Run 1, M1 wires:
Bar = 20 um.
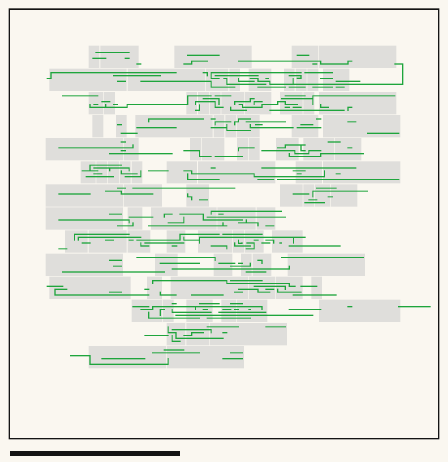
Run 1, signal wires on met2:
Bar = 20 um.
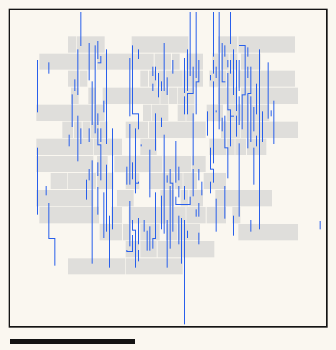
Run 1, met3 routing:
Bar = 20 um.
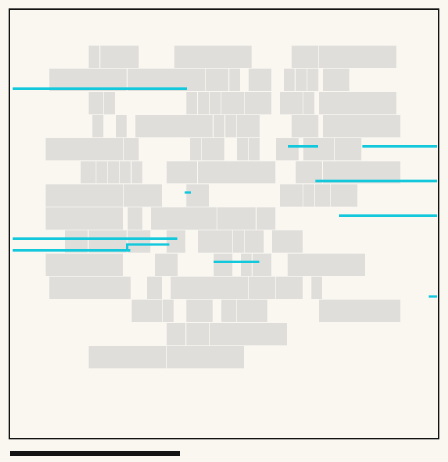
==> config.mk <==
export PLATFORM = sky130hd
export DESIGN_NAME = serial_tx_flat
export DESIGN_NICKNAME = d
export VERILOG_FILES = /design/src/rtl/serial_link_pkg.sv /design/src/rtl/serial_tx_if.sv /design/src/rtl/serial_tx_bit_timer.sv /design/src/rtl/serial_tx.sv /design/src/flat_wrapper.sv
export SDC_FILE = /design/constraint.sdc
export NUM_CORES = 1
export LEC_CHECK = 0
export CORE_MARGIN = 4
export CORE_UTILIZATION = 55
export DETAILED_ROUTE_END_ITERATION = 8
export DONT_BUFFER_PORTS = 1
export PLACE_DENSITY = 0.75
export SYNTH_ARGS = -nofsm -noshare
export SYNTH_HDL_FRONTEND = slang
export SYNTH_SLANG_ARGS = --single-unit
==> constraint.sdc <==
create_clock -name CLK -period 2.4 [get_ports CLK]
set_input_delay 0.72 -clock CLK [delete_from_list [all_inputs] [get_ports CLK]]
set_output_delay 0.72 -clock CLK [all_outputs]
set_load 0.03 [all_outputs]
==> impl_metrics.tcl, run 1 <==
# yosys + openroad results
set metrics [dict create \
    worst_pin_slew_ns 0.734 \
    ys_top_logic_family "simple AND/OR/NAND/NOR gates" \
    synth.top_cells.by_count "22 x nand2_1, 18 x dfrtp_1, 7 x xnor2_1" \
    synth-area-yosys_sq_um 988 \
    hold_viol 0 \
    clk_pin_slew_worst_paths_ns 0.11 \
    ctsHoldBuffers 0 \
    post-cts-setup-buffer-count 0 \
    remaining_drc_errors 0 \
    fill_cells 138 \
    hpwlAfterDp_um 1230 \
    top_area_frac 0.456 \
    logic_area_sq_um 450 \
    layout_setup_ws_ns 0.627 \
    synth_flops 20 \
    finalClockSkew_ns 0.00574 \
    cts_resized 0 \
    drtPass1Iterations 4 \
    syn-instance-count 93 \
    maxPowerGroup "sequential cells" \
    crit_path_end_kind "flip-flop" \
    antenna_found_initial 0 \
    max-clock-path-buffers 2 \
    seqCellArea_sq_um 503 \
    cap_viol_max_count 0 \
    crit_path_max_incr_delay_ns 0.49 \
    clock_sinks 20 \
    crit_chain "nor3_2, and3_1, a221o_1, a2bb2oi_1" \
    yosys.area_share.adder 0.0380 \
    startpoint_type "flip-flop" \
    p_int_mw 0.503 \
    ys_async_sr_fraction 1.00 \
    seq_power_mw 0.428 \
    largest_reg_flops 8 \
    via_per_inst 5.53 \
    required_ns 2.62 \
    crit_type "reg -> reg" \
    final_area_sq_um 1020 \
    synth-edff-count 0 \
    drv_slew 0 \
    ys_seq_share 0.509 \
    hold_class "in -> async" \
    die_h_um 50.4 \
    synth_warnings 0 \
    status "complete, no violations" \
    fin_crit_sh 0.739 \
    dieWidth_um 50.4 \
    h-tree-depth 1 \
    layout_top_cell "nand2_1" \
    mostFrequentLayoutCells "22 x nand2_1, 18 x dfrtp_1, 7 x xnor2_1" \
    diodes 0 \
    holdWs_ns 0.428 \
    fin_nets 108 \
    ios 14 \
    ys_sh_xor 0.0620 \
    warnings 26 \
    tritoncts "done" \
    synth_cell_types 31 \
    grt_use_total 0.150 \
    reg2regPathDepth 4 \
    pwr-share-comb 0.167 \
    initial_core_util 0.579 \
    core-area_sq_um 1710 \
    total_power_mw 0.705 \
    portBuffers 0 \
    p_per_area_nw_per_um2 690 \
    power.share.clock 0.226 \
    synthAoiAreaFrac 0.158 \
    dp_slack_ns 0.662 \
    max_slew_margin 0.510 \
    grt_start_max_net_pins 21 \
    max_freq_mhz 564 \
    drive_above_1_share 0.129 \
    placed_cells 114 \
    first_iter_violations 14 \
    final_core_util 0.599 \
    synth_area_per_cell_sq_um 10.6 \
    synthFlopType "dfrtp_1" \
    instances_no_fill 118 \
    ys_cells 93 \
    areaGrowthSynthToFinish_pct 3.42 \
    muxShareOfSynthArea 0 \
    setup_viol 0 \
    worst_ir_drop_vdd_v 0.000529 \
    rsz0062_at_grt "no" \
    fp-row-count 15 \
    simple_gate_area_frac 0.197 \
    mappedNetlistArea_sq_um 988 \
    area_leaders "dfrtp_1 46%, nand2_1 8.4%, xnor2_1 6.2%" \
    overflow 0 \
    fin_crit_ns 1.77 \
    largest_area_cell "dfrtp_1" \
    dpl-instance-area_sq_um 996 \
    chipArea_sq_um 2540 \
    power_leakage_nw 0.460 \
    ant_nets 0 \
    pg_comb_mw 0.118 \
    cpMaxStageDelayCell "dfrtp_1" \
    arrival_ns 1.99 \
    grt_pass1_wl_um 2920 \
    clock_latency_ns 0.29 \
    syn-num-nets 107 \
    cp_max_fo 11 \
    tns_ns 0 \
    r2r_slack_ns 0.63 \
    place_congestion 0.757 \
    grt_pass1_vias 646 \
    p_sw_mw 0.202 \
    wl_per_cell_um 14.0 \
    seq_power_share 0.607 \
    yosysMostFrequentCell "nand2_1" \
    swShare 0.287 \
    cts_buffers 3 \
    pg_clk_mw 0.159 \
    clockRootBuffer "clkbuf_4" \
]
-- 'M1 wires' (at the start) --
The wires run mostly horizontal. The layer carries 794 um of wire. The layer holds 48% of the routed length. 95 nets have wire on it.
final wirelength: 1650 um
met1 Usage GRT: 0.217

-- 'signal wires on met2' (at the start) --
85 nets have wire on it. The layer holds 45% of the routed length. The wires run mostly vertical. The layer carries 747 um of wire.
GRT met2 Usage: 0.209
vias: 652

-- 'met3 routing' (at the start) --
The layer carries 101 um of wire. The wires run mostly horizontal. The longest straight run is 20.2 um. The layer holds 6.1% of the routed length.
met3 Use GR: 0.0534

## run 1: per-layer routing
| metal | GRT usage | up-vias | routed length (um) |
|---|---|---|---|
| li1 | - | 324 | - |
| met1 | 0.217 | 313 | 794 |
| met2 | 0.209 | 13 | 746 |
| met3 | 0.0534 | 2 | 101 |
| met4 | 0.0493 | 0 | 12 |
| met5 | 0 | - | 0 |
## run 1: critical path, delay by kind of cell, from the launching register on
| family | cells | cell delay, ns |
|---|---|---|
| AND-OR/OR-AND | 2 | 0.40 |
| flip-flops | 1 | 0.49 |
| AND/OR/NAND/NOR | 2 | 0.82 |
## run 1: layout make-up
cell class	count	area share
tap	25	0.0306
clock buffer	4	0.0257
inverter	1	0.00367
sequential	20	0.492
timing repair buffer	1	0.00734
multi-input combinational	67	0.441
==> run 1 -> run 2 <==
Clock period 2.4 ns to 1.65 ns, I/O delays scaled along.
Run 2, congestion heat map:
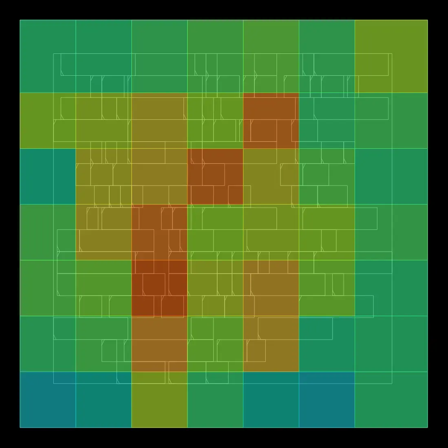
met3 Use GR: 0.0682
met1 Usage GRT: 0.200
global route hottest layer: met2
final core utilization: 0.642

==> impl_metrics.tcl, run 2 <==
# yosys + openroad results
set metrics [dict create \
    total_power_mw 1.09 \
    max_freq_mhz 639 \
    place_congestion 0.759 \
    instances_no_fill 125 \
    seqCellArea_sq_um 503 \
    fp-row-count 15 \
    die_h_um 50.4 \
    hold_class "in -> async" \
    drtPass1Iterations 4 \
    num-clock-buffers 4 \
    dp_slack_ns 0.0502 \
    dominant_cells "registers" \
    final_area_sq_um 1100 \
    yosysMostFrequentCell "nand2_1" \
    simple_gate_area_frac 0.197 \
    synth_area_per_cell_sq_um 10.6 \
    synth-edff-count 0 \
    core-area_sq_um 1710 \
    reg2regPathDepth 4 \
    vias 667 \
    placed_cells 121 \
    finalClockSkew_ns 0.0135 \
    drt_wl_total_um 1810 \
    cp_max_fo 9 \
    dieWidth_um 50.4 \
    clockRootBuffer "clkbuf_4" \
    mappedNetlistArea_sq_um 988 \
    r2r_slack_ns 0.08 \
    critical_path_buf_inv_count 0 \
    grt_pass1_wl_um 3130 \
    status "complete, no violations" \
    tritoncts "done" \
    synthAoiAreaFrac 0.158 \
    synthFlopType "dfrtp_1" \
    clk_pin_slew_worst_paths_ns 0.11 \
    fin_crit_ns 1.57 \
    buffers 8 \
    ys_async_sr_fraction 1.00 \
    synth_warnings 0 \
    p_per_area_nw_per_um2 994 \
    logic_area_sq_um 462 \
    worst_pin_slew_ns 0.405 \
    initial_core_util 0.579 \
    syn-instance-count 93 \
    crit_chain "and4bb_2, and2_1, a221o_1, a2bb2oi_1" \
    clockNetworkAreaShare 0.0331 \
    fin_crit_sh 0.949 \
    via_per_inst 5.34 \
    use_met2 0.272 \
    largest_area_cell "dfrtp_1" \
    largest_reg_flops 8 \
    first_iter_violations 11 \
    ys_seq_share 0.509 \
    h-tree-depth 1 \
    yosys.area_share.adder 0.0380 \
    power_leakage_nw 0.496 \
    synth_flops 20 \
    crit_type "reg -> reg" \
    ys_sh_xor 0.0620 \
    synth.top_cells.by_count "22 x nand2_1, 18 x dfrtp_1, 7 x xnor2_1" \
    overflow 0 \
    muxShareOfSynthArea 0 \
    sh_comb_area 0.421 \
    synth-area-yosys_sq_um 988 \
    synth_cell_types 31 \
    path_depth 4 \
    startpoint_type "flip-flop" \
    clock_latency_ns 0.30 \
    hold_viol 0 \
    clock_sinks 20 \
    tapCellCount 25 \
    inverters 1 \
    remaining_drc_errors 0 \
    fin_nets 115 \
    wl_per_cell_um 14.5 \
    tns_ns 0 \
    crit_path_end_kind "flip-flop" \
    ff_count 20 \
    layout_setup_ws_ns 0.0838 \
    multiInputCombCellCount 67 \
    ios 14 \
    crit_path_max_incr_delay_ns 0.54 \
    cpMaxStageDelayCell "dfrtp_1" \
    drive_above_1_share 0.230 \
    syn-num-nets 107 \
    holdWs_ns 0.0885 \
    area_leaders "dfrtp_1 46%, nand2_1 8.4%, xnor2_1 6.2%" \
    layout_top_cell "nand2_1" \
    worst_ir_drop_vdd_v 0.000670 \
    ys_top_logic_family "simple AND/OR/NAND/NOR gates" \
    portBuffers 0 \
    max_slew_margin 0.729 \
    fill_cells 138 \
    critical_path.top_delay_family "flip-flops" \
    grt_pass1_vias 700 \
    rsz0062_at_grt "no" \
    setup_viol 0 \
    cap_viol_max_count 0 \
    required_ns 1.89 \
    max-clock-path-buffers 2 \
    chipArea_sq_um 2540 \
    areaGrowthSynthToFinish_pct 10.9 \
    grt_start_max_net_pins 21 \
    diodes 0 \
    drv_slew 0 \
    seq_share 0.459 \
    antenna_found_initial 0 \
    warnings 26 \
    top_area_frac 0.456 \
    hpwlAfterDp_um 1370 \
    mostFrequentLayoutCells "21 x nand2_1, 18 x dfrtp_1, 8 x buf_4" \
    dpl-instance-area_sq_um 1050 \
    final-nonclk-buf-share 0.0548 \
    arrival_ns 1.80 \
    cts_buffers 3 \
    grt_use_total 0.161 \
    ys_cells 93 \
    ant_nets 0 \
]
-- run 2: cell types whose count changed in the layout (fill, tap and decap cells not counted), sizes merged --
cell,before,now
buf,1,8
-- run 2: metal layers --
layer / wire length (um) / share of wire / up-vias
met3: 100 / 0.055 / 2
met1: 827 / 0.46 / 317
met5: 0 / 0 / -
met2: 867 / 0.48 / 11
li1: - / - / 337
met4: 12 / 0.0066 / 0
-- run 2: what timing repair did --
item,in CTS,in global routing
resized,0,4
endpoints found under the setup margin,0,3
setup buffers,0,0
hold buffers,0,0
-- run 2: power breakdown --
group / total [mW] / switching [mW] / leakage [nW] / internal, mW
Sequential: 0.615 / 0.0597 / 0.251 / 0.555
Combinational: 0.200 / 0.102 / 0.223 / 0.0979
Clock: 0.275 / 0.141 / 0.0210 / 0.135
Total: 1.09 / 0.302 / 0.496 / 0.788
Power figures rest on the tool's default switching activity, not on a simulated workload.
